===== src/rtl/sos_pkg.sv =====
// Shared types and constants for the biquad (SOS) section and its input pacing stage.
// Latency: n/a (declarations only).
// Backpressure: n/a.
package sos_pkg;

    localparam int SOS_DATA_W          = 24;
    localparam int SOS_MULT_PIPE       = 13;
    localparam int SOS_MIN_GAP_DEFAULT = 16;

    typedef logic signed [SOS_DATA_W-1:0] sos_sample_t;

endpackage


===== src/rtl/sos_input_scheduler_if.sv =====
// Upstream sample channel into the SOS input scheduler (valid/ready, 24-bit signed).
// Latency: n/a (wiring only).
// Backpressure: slave drops s_ready when it cannot take a sample; master holds s_data/s_valid.
interface sos_input_scheduler_if;
    import sos_pkg::*;

    logic        s_valid;
    logic        s_ready;
    sos_sample_t s_data;

    modport master (output s_valid, output s_data, input s_ready);
    modport slave  (input s_valid, input s_data, output s_ready);

endinterface


===== src/rtl/sos_sync_fifo.sv =====
// Sample FIFO for the SOS input scheduler: storage, wrapping pointers, explicit occupancy.
// Latency: a pushed sample is visible at head one cycle after the push edge.
// Backpressure: none internally; caller must not push when full or pop when empty.
module sos_sync_fifo
    import sos_pkg::*;
#(
    parameter int DEPTH = 8
) (
    input  logic                   clk,
    input  logic                   rst_n,
    input  logic                   push,
    input  sos_sample_t            push_data,
    input  logic                   pop,
    input  logic                   flush,
    output sos_sample_t            head,
    output logic [$clog2(DEPTH):0] level
);

    localparam int PTR_W = $clog2(DEPTH);
    localparam int LVL_W = PTR_W + 1;

    sos_sample_t      mem [DEPTH];
    logic [PTR_W-1:0] wr_ptr;
    logic [PTR_W-1:0] rd_ptr;

    // Storage write; contents need no reset since level gates every read.
    always_ff @(posedge clk) begin
        if (push) begin
            mem[wr_ptr] <= push_data;
        end
    end

    // Pointers wrap at DEPTH naturally; level is kept separately so full/empty never alias.
    always_ff @(posedge clk) begin
        if (!rst_n) begin
            wr_ptr <= '0;
            rd_ptr <= '0;
            level  <= '0;
        end else if (flush) begin
            wr_ptr <= '0;
            rd_ptr <= '0;
            level  <= '0;
        end else begin
            if (push) begin
                wr_ptr <= wr_ptr + PTR_W'(1);
            end
            if (pop) begin
                rd_ptr <= rd_ptr + PTR_W'(1);
            end
            case ({push, pop})
                2'b10:   level <= level + LVL_W'(1);
                2'b01:   level <= level - LVL_W'(1);
                default: level <= level;
            endcase
        end
    end

    assign head = mem[rd_ptr];

endmodule


===== src/rtl/sos_input_scheduler.sv =====
// Paces samples into the SOS section: at most one issue per MIN_GAP cycles (optional SOS_IN_SCALE_EN input scaling).
// Latency: 2 cycles from accept to data_valid_out when idle (issue edge follows accept edge).
// Backpressure: s_ready drops when DEPTH samples are buffered or during flush; full uses registered level only.
module sos_input_scheduler
    import sos_pkg::*;
#(
    parameter int DEPTH       = 8,
    parameter int MIN_GAP     = SOS_MIN_GAP_DEFAULT,
    parameter int SCALE_SHIFT = 1
) (
    input  logic                   clk,
    input  logic                   rst_n,
    sos_input_scheduler_if.slave   s_if,
    input  logic                   enable,
    input  logic                   flush,
    output logic                   data_valid_out,
    output sos_sample_t            data_out,
    output logic [$clog2(DEPTH):0] level,
    output logic                   busy
);

    localparam int LVL_W      = $clog2(DEPTH) + 1;
    localparam int GAP_W      = (MIN_GAP > 1) ? $clog2(MIN_GAP) : 1;
    localparam logic [GAP_W-1:0] GAP_RELOAD = GAP_W'(MIN_GAP - 1);

    if (DEPTH < 2 || (DEPTH & (DEPTH - 1)) != 0) begin : g_bad_depth
        $error("sos_input_scheduler: DEPTH must be a power of 2 and at least 2");
    end
    if (SCALE_SHIFT < 1 || SCALE_SHIFT > 8) begin : g_bad_scale_shift
        $error("sos_input_scheduler: SCALE_SHIFT must be in 1..8");
    end
    if (MIN_GAP < 1) begin : g_bad_min_gap
        $error("sos_input_scheduler: MIN_GAP must be at least 1");
    end

    logic             push;
    logic             issue;
    logic [GAP_W-1:0] gap_cnt;
    sos_sample_t      head;
    sos_sample_t      issue_data;

    // Ready looks only at registered occupancy and flush, never at s_valid.
    assign s_if.s_ready = (level != LVL_W'(DEPTH)) && !flush;
    assign push         = s_if.s_valid && s_if.s_ready;
    assign issue        = enable && (level != '0) && (gap_cnt == '0) && !flush;
    assign busy         = (level != '0) || (gap_cnt != '0);

    sos_sync_fifo #(
        .DEPTH (DEPTH)
    ) u_fifo (
        .clk       (clk),
        .rst_n     (rst_n),
        .push      (push),
        .push_data (s_if.s_data),
        .pop       (issue),
        .flush     (flush),
        .head      (head),
        .level     (level)
    );

`ifdef SOS_IN_SCALE_EN
    localparam int ROUND_ADD = 1 << (SCALE_SHIFT - 1);

    logic signed [SOS_DATA_W:0] head_ext;
    logic signed [SOS_DATA_W:0] head_rnd;
    logic signed [SOS_DATA_W:0] head_shr;

    // Round half up in 25 bits; after a shift of at least 1 the result always fits 24 bits.
    always_comb begin
        head_ext   = {head[SOS_DATA_W-1], head};
        head_rnd   = head_ext + (SOS_DATA_W+1)'(ROUND_ADD);
        head_shr   = head_rnd >>> SCALE_SHIFT;
        issue_data = head_shr[SOS_DATA_W-1:0];
    end
`else
    // Bit-exact pass-through of the head sample.
    always_comb begin
        issue_data = head;
    end
`endif

    // Issue strobe, held output sample and gap counter; flush leaves the counter and data alone
    // so a sample already inside the SOS recursion stays protected.
    always_ff @(posedge clk) begin
        if (!rst_n) begin
            data_valid_out <= 1'b0;
            data_out       <= '0;
            gap_cnt        <= '0;
        end else begin
            data_valid_out <= issue;
            if (issue) begin
                data_out <= issue_data;
                gap_cnt  <= GAP_RELOAD;
            end else if (gap_cnt != '0) begin
                gap_cnt <= gap_cnt - GAP_W'(1);
            end
        end
    end

endmodule


===== src/flat_wrapper.sv =====
// flat-port wrapper written by rule: the top's interface ports become plain ports
module sos_input_scheduler_flat import sos_pkg::*;
#(
    parameter int DEPTH       = 8,
    parameter int MIN_GAP     = SOS_MIN_GAP_DEFAULT,
    parameter int SCALE_SHIFT = 1
)
  (clk, rst_n, enable, flush, data_valid_out, data_out, level, busy, s_if_s_valid, s_if_s_data, s_if_s_ready);
  sos_input_scheduler_if s_if_i ();
  input  logic clk;
  input  logic rst_n;
  input  logic enable;
  input  logic flush;
  output logic data_valid_out;
  output sos_sample_t data_out;
  output logic [$clog2(DEPTH):0] level;
  output logic busy;
  input wire logic [$bits(s_if_i.s_valid)-1:0] s_if_s_valid;
  input wire logic [$bits(s_if_i.s_data)-1:0] s_if_s_data;
  output wire logic [$bits(s_if_i.s_ready)-1:0] s_if_s_ready;
  assign s_if_i.s_valid = s_if_s_valid;
  assign s_if_i.s_data = s_if_s_data;
  assign s_if_s_ready = s_if_i.s_ready;
  sos_input_scheduler #(.DEPTH(DEPTH), .MIN_GAP(MIN_GAP), .SCALE_SHIFT(SCALE_SHIFT)) u_core (.clk(clk), .rst_n(rst_n), .s_if(s_if_i), .enable(enable), .flush(flush), .data_valid_out(data_valid_out), .data_out(data_out), .level(level), .busy(busy));
endmodule

===== config.mk =====
export PLATFORM = sky130hd
export DESIGN_NAME = sos_input_scheduler_flat
export DESIGN_NICKNAME = d
export VERILOG_FILES = /design/src/rtl/sos_pkg.sv /design/src/rtl/sos_input_scheduler_if.sv /design/src/rtl/sos_sync_fifo.sv /design/src/rtl/sos_input_scheduler.sv /design/src/flat_wrapper.sv
export SDC_FILE = /design/constraint.sdc
export NUM_CORES = 1
export LEC_CHECK = 0
export CAP_MARGIN = 20
export CORE_ASPECT_RATIO = 0.9
export CORE_MARGIN = 1
export CORE_UTILIZATION = 30
export CTS_BUF_LIST = sky130_fd_sc_hd__clkbuf_16
export DETAILED_ROUTE_END_ITERATION = 6
export HOLD_SLACK_MARGIN = 0.06
export SLEW_MARGIN = 20
export SYNTH_ARGS = -nofsm -noshare
export SYNTH_HDL_FRONTEND = slang
export SYNTH_SLANG_ARGS = --single-unit

===== constraint.sdc =====
create_clock -name clk -period 8 [get_ports clk]
set_input_delay 0.8 -clock clk [delete_from_list [all_inputs] [get_ports clk]]
set_output_delay 0.8 -clock clk [all_outputs]
set_load 0.03 [all_outputs]

Fig. 1: run 1, logic cells by family
The bar under the picture is 50 µm long.
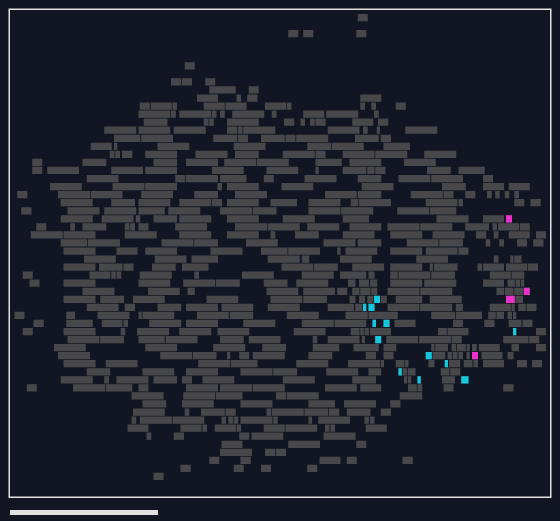
legend:
  magenta:
    family: AND and OR gates
    cells: 4
    most_used: or3_1
    where: middle right
  cyan:
    family: NAND gates
    cells: 12
    most_used: nand2_1

Fig. 2: run 1, cell placement
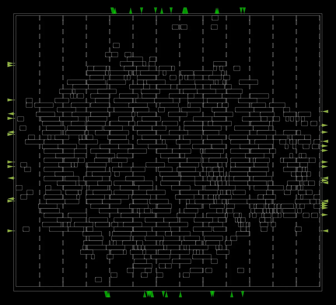
num rows: 59
Final Non-Filler Cells: 943
tap cell instance count: 396

Fig. 3: run 1, the metal 3 layer
The bar under the picture is 50 µm long.
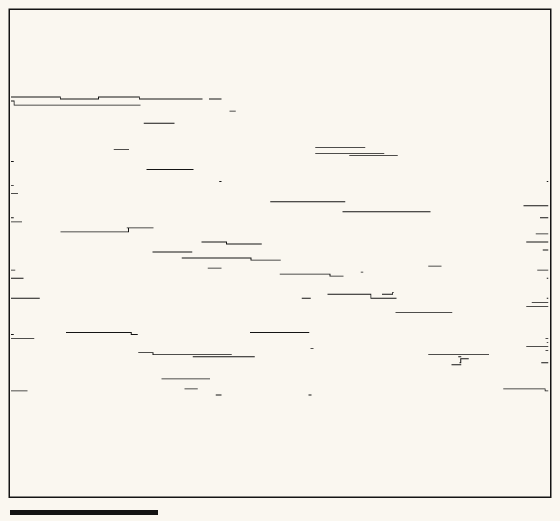
share of all routed wire: 4.0%
main direction: horizontal
longest straight run: 42.6 µm

run 1: cell usage after synthesis (all sizes together):
master    n  area, µm²
buf      14       86.3
nor4b     2       32.5
or3b      1       8.76
a2111o    1       11.3
a21oi    30        150
nor3      4       20.0
a21o      1       7.51
xor2      3       26.3
nor3b     2       15.0
nor4      1       6.26
o21a      4       30.0
nand2b    5       31.3
nand2     6       22.5
dfxtp    39        781
or3       2       12.5
nor2     16       60.1
nor2b     1       6.26
xnor2     4       35.0
clkbuf   11       42.5
mux2i    28        280
nor4bb    2       20.0
edfxtp  192       5770
inv       3       11.3
mux4     48       1080
o21ai    27        135
ha        7       87.6
and2      1       6.26
nand3b    1       7.51
a31o      1       8.76
run 1: layer usage:
metal | GRT usage, % | vias to the layer above | part of all wire [%]
met4 | 2.94 | 0 | 1.4
met2 | 21.3 | 92 | 51
met5 | 0 | - | 0
met1 | 15.1 | 2265 | 44
met3 | 2.21 | 19 | 3.9
li1 | - | 1983 | -
run 1: power breakdown:
| part | switching [mW] | internal [mW] | total [mW] |
|---|---|---|---|
| registers | 0.0123 | 1.32 | 1.33 |
| logic | 0.0878 | 0.0720 | 0.160 |
| clock network | 0.439 | 0.598 | 1.04 |
| total | 0.539 | 1.99 | 2.53 |
run 1: flip-flops by register name, summed over array words and instances, names as in the netlist:
name                   flops
u_core.u_fifo.mem        192
u_core.u_fifo.wr_ptr       3
u_core.data_out           24
u_core.gap_cnt             4
u_core.u_fifo.level        4
u_core.data_valid_out      1
u_core.u_fifo.rd_ptr       3
run 1: kinds of logic after synthesis:
group	count (synthesis)	synth area share, %
AOI/OAI and AO/OA	64	3.90
muxes	76	15.5
adders and majority gates	7	0.997
xor gates and xnor gates	7	0.698
buffers and inverters	28	1.59
DFF	231	74.5
and+or+nand+nor	44	2.83
==> flow_summary.toml, run 1 <==
# physical design summary
[die]
die_x_um = 182
fp_util_pct = 30.4
fp.dieH_um = 164

[placed_design]
dp_hpwl_um = 10300
placed_area_um2 = 9860

[finish]
antenna_cells = 0
clockNetworkAreaShare_pct = 6.98
bufAreaShareNonClock_pct = 6.59
sh_seq_area_pct = 61.6
fill_cells = 2663
comb_share_pct = 20.0
buffers = 71

[run]
warnings = 28
cap_violations = 0

[worst_setup_path]
ff2ff_setup_slack_ns = 4.64
reg2regPathDepth = 12
critPathTopFamily = "simple AND/OR/NAND/NOR gates"
critPathKind = "flip-flop to flip-flop"
start_kind = "flip-flop"
path_cells = "inv_1, ha_1, or3b_1, nor4b_4, buf_4, ha_1, xor2_1, ha_1, a21oi_1, xor2_1, or3_1, a21oi_1"
regToRegStartpoint = "u_core.gap_cnt[0]"

[clock_tree]
clkSinkCount = 231
clock_path_buffers = 3
cts-hold-fix-buffers = 0
post_cts_resized = 0

[final_timing]
finalClockPeriodUsage_pct = 42.0
skew_ns = 0.0162
finalSetupViolations = 0
min_period_ns = 3.36
holdWs_ns = 0.514
max_slew_margin_pct = 34.6

[hold_path]
holdPathEnd = "u_core.u_fifo.wr_ptr[0]"
hold_depth = 2
min_path_type = "flip-flop to flip-flop"

[grt]
grt_pass1_wl_um = 27400
grt_antenna_before_repair = 0
grt_pass1_vias = 4819

[routing]
vias_per_cell = 4.62
routedWlPerCell_um = 18.5

[synth]
synth_nets = 493
synth_area_um2 = 8790
syn_avg_cell_area_um2 = 19.2
yosys_cells = 457
synth_chip_area_um2 = 8790

[power_and_ir_drop]
power_density_nw_per_um2 = 238

[status]
status = "finished clean"
Fig. 4: run 1, nets reached from selected ports
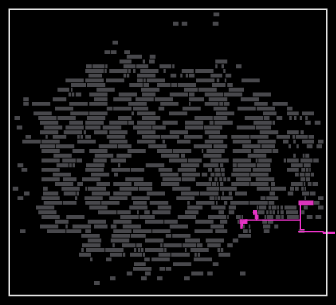

==> run 2: changes to the inputs <==
- clock period: 8 -> 3.1 ns (I/O delays scaled with it)
Fig. 5: run 2, nets reached from selected ports
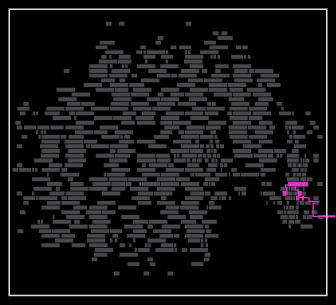
legend:
  magenta:
    port: flush
    bits: 1
    direction: input
    end_cells: 6
    buffers: 1
    wire: 51.7 µm

==> run 2 against run 1 <==
Net effect:
- sequential share of layout area is 1.5 points lower
- first-iteration DRC count grew 29%
- clock-buffer cell count did not move
- via count grew 0.44%
- critical path depth shrank 1
- utilization up 0.95 points
- sequential cell count did not move
- global-route usage up 0.20 points
- combinational power grew to 2.5 times the previous value
- register-to-register slack lost 4.3 ns
- critical path type unchanged
- area after synthesis is the same
- total power increased to 2.8 times the previous value
- largest power group unchanged
==> flow_summary.toml, run 2 <==
# physical design summary
[status]
status = "finished clean"

[routing]
routedWlPerCell_um = 18.5

[placed_design]
placed_area_um2 = 10000
dp_hpwl_um = 10900

[synth]
synth_simple_gate_area_share_pct = 2.83
top_cells_by_area = "edfxtp_1 (66%), mux4_2 (12%), dfxtp_1 (8.9%)"
ys_sh_xor_pct = 0.698
synth_chip_area_um2 = 8790
common_cells = "edfxtp_1 (192), mux4_2 (48), dfxtp_1 (39), a21oi_1 (30), mux2i_1 (28)"
compound_area_share_pct = 3.90
enable_flop_cells = 192
syn_avg_cell_area_um2 = 19.2

[final_timing]
finalClockPeriodUsage_pct = 87.5
min_period_ns = 2.71

[finish]
top_register = "u_core.u_fifo.mem"
fill_cells = 2613

[grt]
grt_antenna_before_repair = 1

[clock_tree]
clock_path_buffers = 3
clkSinkCount = 231
post_cts_resized = 0
cts-hold-fix-buffers = 0

[worst_setup_path]
start_kind = "flip-flop"
ff2ff_setup_slack_ns = 0.39

[power_and_ir_drop]
power_density_nw_per_um2 = 641

[run]
cap_violations = 0

[die]
die_x_um = 182
[run 2: kinds of logic after synthesis]
| logic type | after synthesis |
|---|---|
| mux | 76 |
| simple gates | 44 |
| buf+inv | 28 |
| xor+xnor | 7 |
| fa+ha+maj | 7 |
| compound gates | 64 |
| flops | 231 |
[run 2: per-stage QoR]
| step | instances | hold WS (ns) |
|---|---|---|
| after floorplan | 457 | 0.409 |
| after global placement | 912 | 0.488 |
| after detailed placement | 912 | 0.502 |
| after CTS | 956 | 0.512 |
| after global routing | 956 | 0.536 |
| final | 957 | 0.516 |
[run 2: worst max-delay path: stages, from the launching register on]
cell,delay (ns)
dfxtp_1,0.33
inv_1,0.09
ha_1,0.18
or3b_1,0.42
nor4b_4,0.30
ha_1,0.31
xor2_1,0.17
ha_1,0.16
a21oi_1,0.05
xor2_1,0.16
or3_1,0.30
a21oi_1,0.17
[run 2: final cells by class]
type | count | area [µm²] | area share [%]
clock buffers | 25 | 626 | 5.74
diodes | 1 | 2.50 | 0.0230
multi-input cells | 198 | 2140 | 19.6
repair buffers | 84 | 816 | 7.48
flip-flops and latches | 231 | 6550 | 60.1
well taps | 396 | 495 | 4.54
clock inverters | 19 | 259 | 2.38
inverters | 3 | 11.3 | 0.103
[run 2: per-layer routing]
metal  part of all wire [%]  GRT usage, %  vias up  wire length, µm
li1                       -             -     2007                -
met1                     46          16.3     2247             8070
met2                     48          20.3      100             8520
met3                    4.8          2.71       24              851
met4                    1.6          2.48        0              281
met5                      0             0        -                0
[run 2: power breakdown]
group          internal (mW)  switching, mW  leakage [nW]  total, mW
Clock                   1.97           1.17         0.436       3.15
Sequential              3.41         0.0324          2.05       3.44
Combinational          0.186          0.216         0.919      0.403
Total                   5.57           1.42          3.41       6.99
==> run 3: changes to the inputs <==
- GPL_ROUTABILITY_DRIVEN: not set -> 1
Fig. 6: run 3, the metal 3 layer
The bar under the picture is 50 µm long.
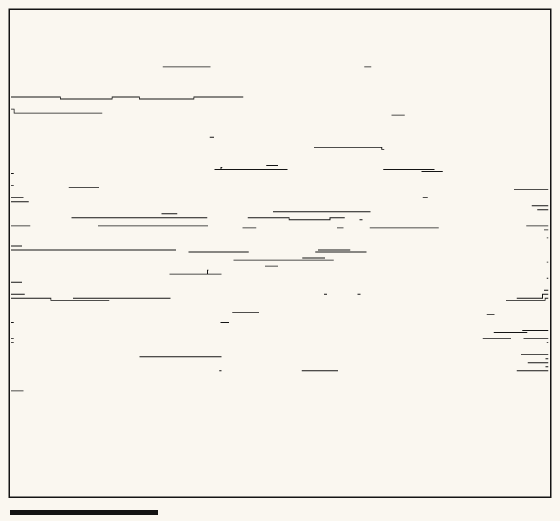
nets with wire on the layer: 54
wire length on this layer: 851 µm
share of all routed wire: 4.8%
main direction: horizontal
longest straight run: 55.4 µm

==> run 3 against run 2 <==
Net effect:
- sequential power about the same
- critical path depth unchanged
- critical endpoint unchanged
- global-route usage unchanged
==> flow_summary.toml, run 3 <==
# physical design summary
[power_and_ir_drop]
clk-power_mw = 3.15
pwr-share-comb_pct = 5.8
pg_comb_mw = 0.403

[worst_setup_path]
start_kind = "flip-flop"
cp_slowest_stage_delay_ns = 0.42
cpMostUsedCell = "ha_1"
ff2ff_setup_slack_ns = 0.39

[clock_tree]
clock_path_buffers = 3
cts-hold-fix-buffers = 0
post_cts_resized = 0
clkSinkCount = 231

[final_timing]
finalSetupViolations = 0
finalClockPeriodUsage_pct = 87.5
max_slew_margin_pct = 47.2
min_period_ns = 2.71

[routing]
vias_per_cell = 4.57
routedWlPerCell_um = 18.5
drt-met1-wl_um = 8070

[finish]
largest_register_ffs = 192
top_register = "u_core.u_fifo.mem"
reg_top3 = "u_core.u_fifo.mem: 192 flops, u_core.data_out: 24 flops"
fill_cells = 2613

[synth]
compound_area_share_pct = 3.90
top_logic_kind = "multiplexers"
synth_nets = 493
mux_share_pct = 15.5
yosys_cells = 457
common_cells = "edfxtp_1 (192), mux4_2 (48), dfxtp_1 (39), a21oi_1 (30), mux2i_1 (28)"
top_cells_by_area = "edfxtp_1 (66%), mux4_2 (12%), dfxtp_1 (8.9%)"
flop_cell = "edfxtp_1"

[status]
status = "finished clean"

[grt]
grt_pass1_vias = 4667
met1_usage_pct = 16.3

[die]
fp.dieH_um = 164

[run]
cap_violations = 0

[hold_path]
min_path_type = "flip-flop to flip-flop"
hold_depth = 2
holdPathEnd = "u_core.u_fifo.level[3]"
-- run 3: how the worst max path moves through the flow --
stage | from | end | slack [ns] | cells after the start
2_1_floorplan | u_core.u_fifo.level[1] | u_core.u_fifo.mem[4][0] | 0.20 | 5
6_report | u_core.gap_cnt[0] | u_core.u_fifo.level[2] | 0.39 | 11
3_5_place_dp | flush | u_core.u_fifo.level[2] | 0.41 | 10
4_1_cts | u_core.gap_cnt[0] | u_core.u_fifo.level[2] | 0.39 | 11
3_3_place_gp | flush | u_core.u_fifo.level[2] | 0.48 | 10
5_1_grt | u_core.gap_cnt[1] | u_core.u_fifo.level[2] | 0.21 | 11
-- run 3: cell type report --
type                    count  area [µm²]  share of cell area [%]
diodes                      1        2.50                  0.0230
clock buffers              25         626                    5.74
clock inverters            19         259                    2.38
inverters                   3        11.3                   0.103
multi-input cells         198        2140                    19.6
flip-flops and latches    231        6550                    60.1
well taps                 396         495                    4.54
repair buffers             84         816                    7.48
-- run 3: cell families (layout without fill, tap and decap cells) --
| group | after synthesis | after routing |
|---|---|---|
| DFF | 231 | 231 |
| muxes | 76 | 76 |
| AOI/OAI and AO/OA | 64 | 64 |
| and+or+nand+nor | 44 | 44 |
| buffers and inverters | 28 | 131 |
| adders and majority gates | 7 | 7 |
| xor gates and xnor gates | 7 | 7 |
| other | 0 | 1 |
-- run 3: per-stage QoR --
stage	instances	power (mW)	setup WS, ns	hold slack (ns)	utilization [%]
6_report	957	6.99	0.388	0.516	37.8
5_1_grt	956	7.24	0.206	0.536	37.8
3_5_place_dp	912	3.92	0.407	0.502	34.7
4_1_cts	956	7.07	0.393	0.512	37.8
3_3_place_gp	912	3.89	0.476	0.488	34.7
2_1_floorplan	457	3.75	0.201	0.409	-
Power and IR drop assume default switching activity.
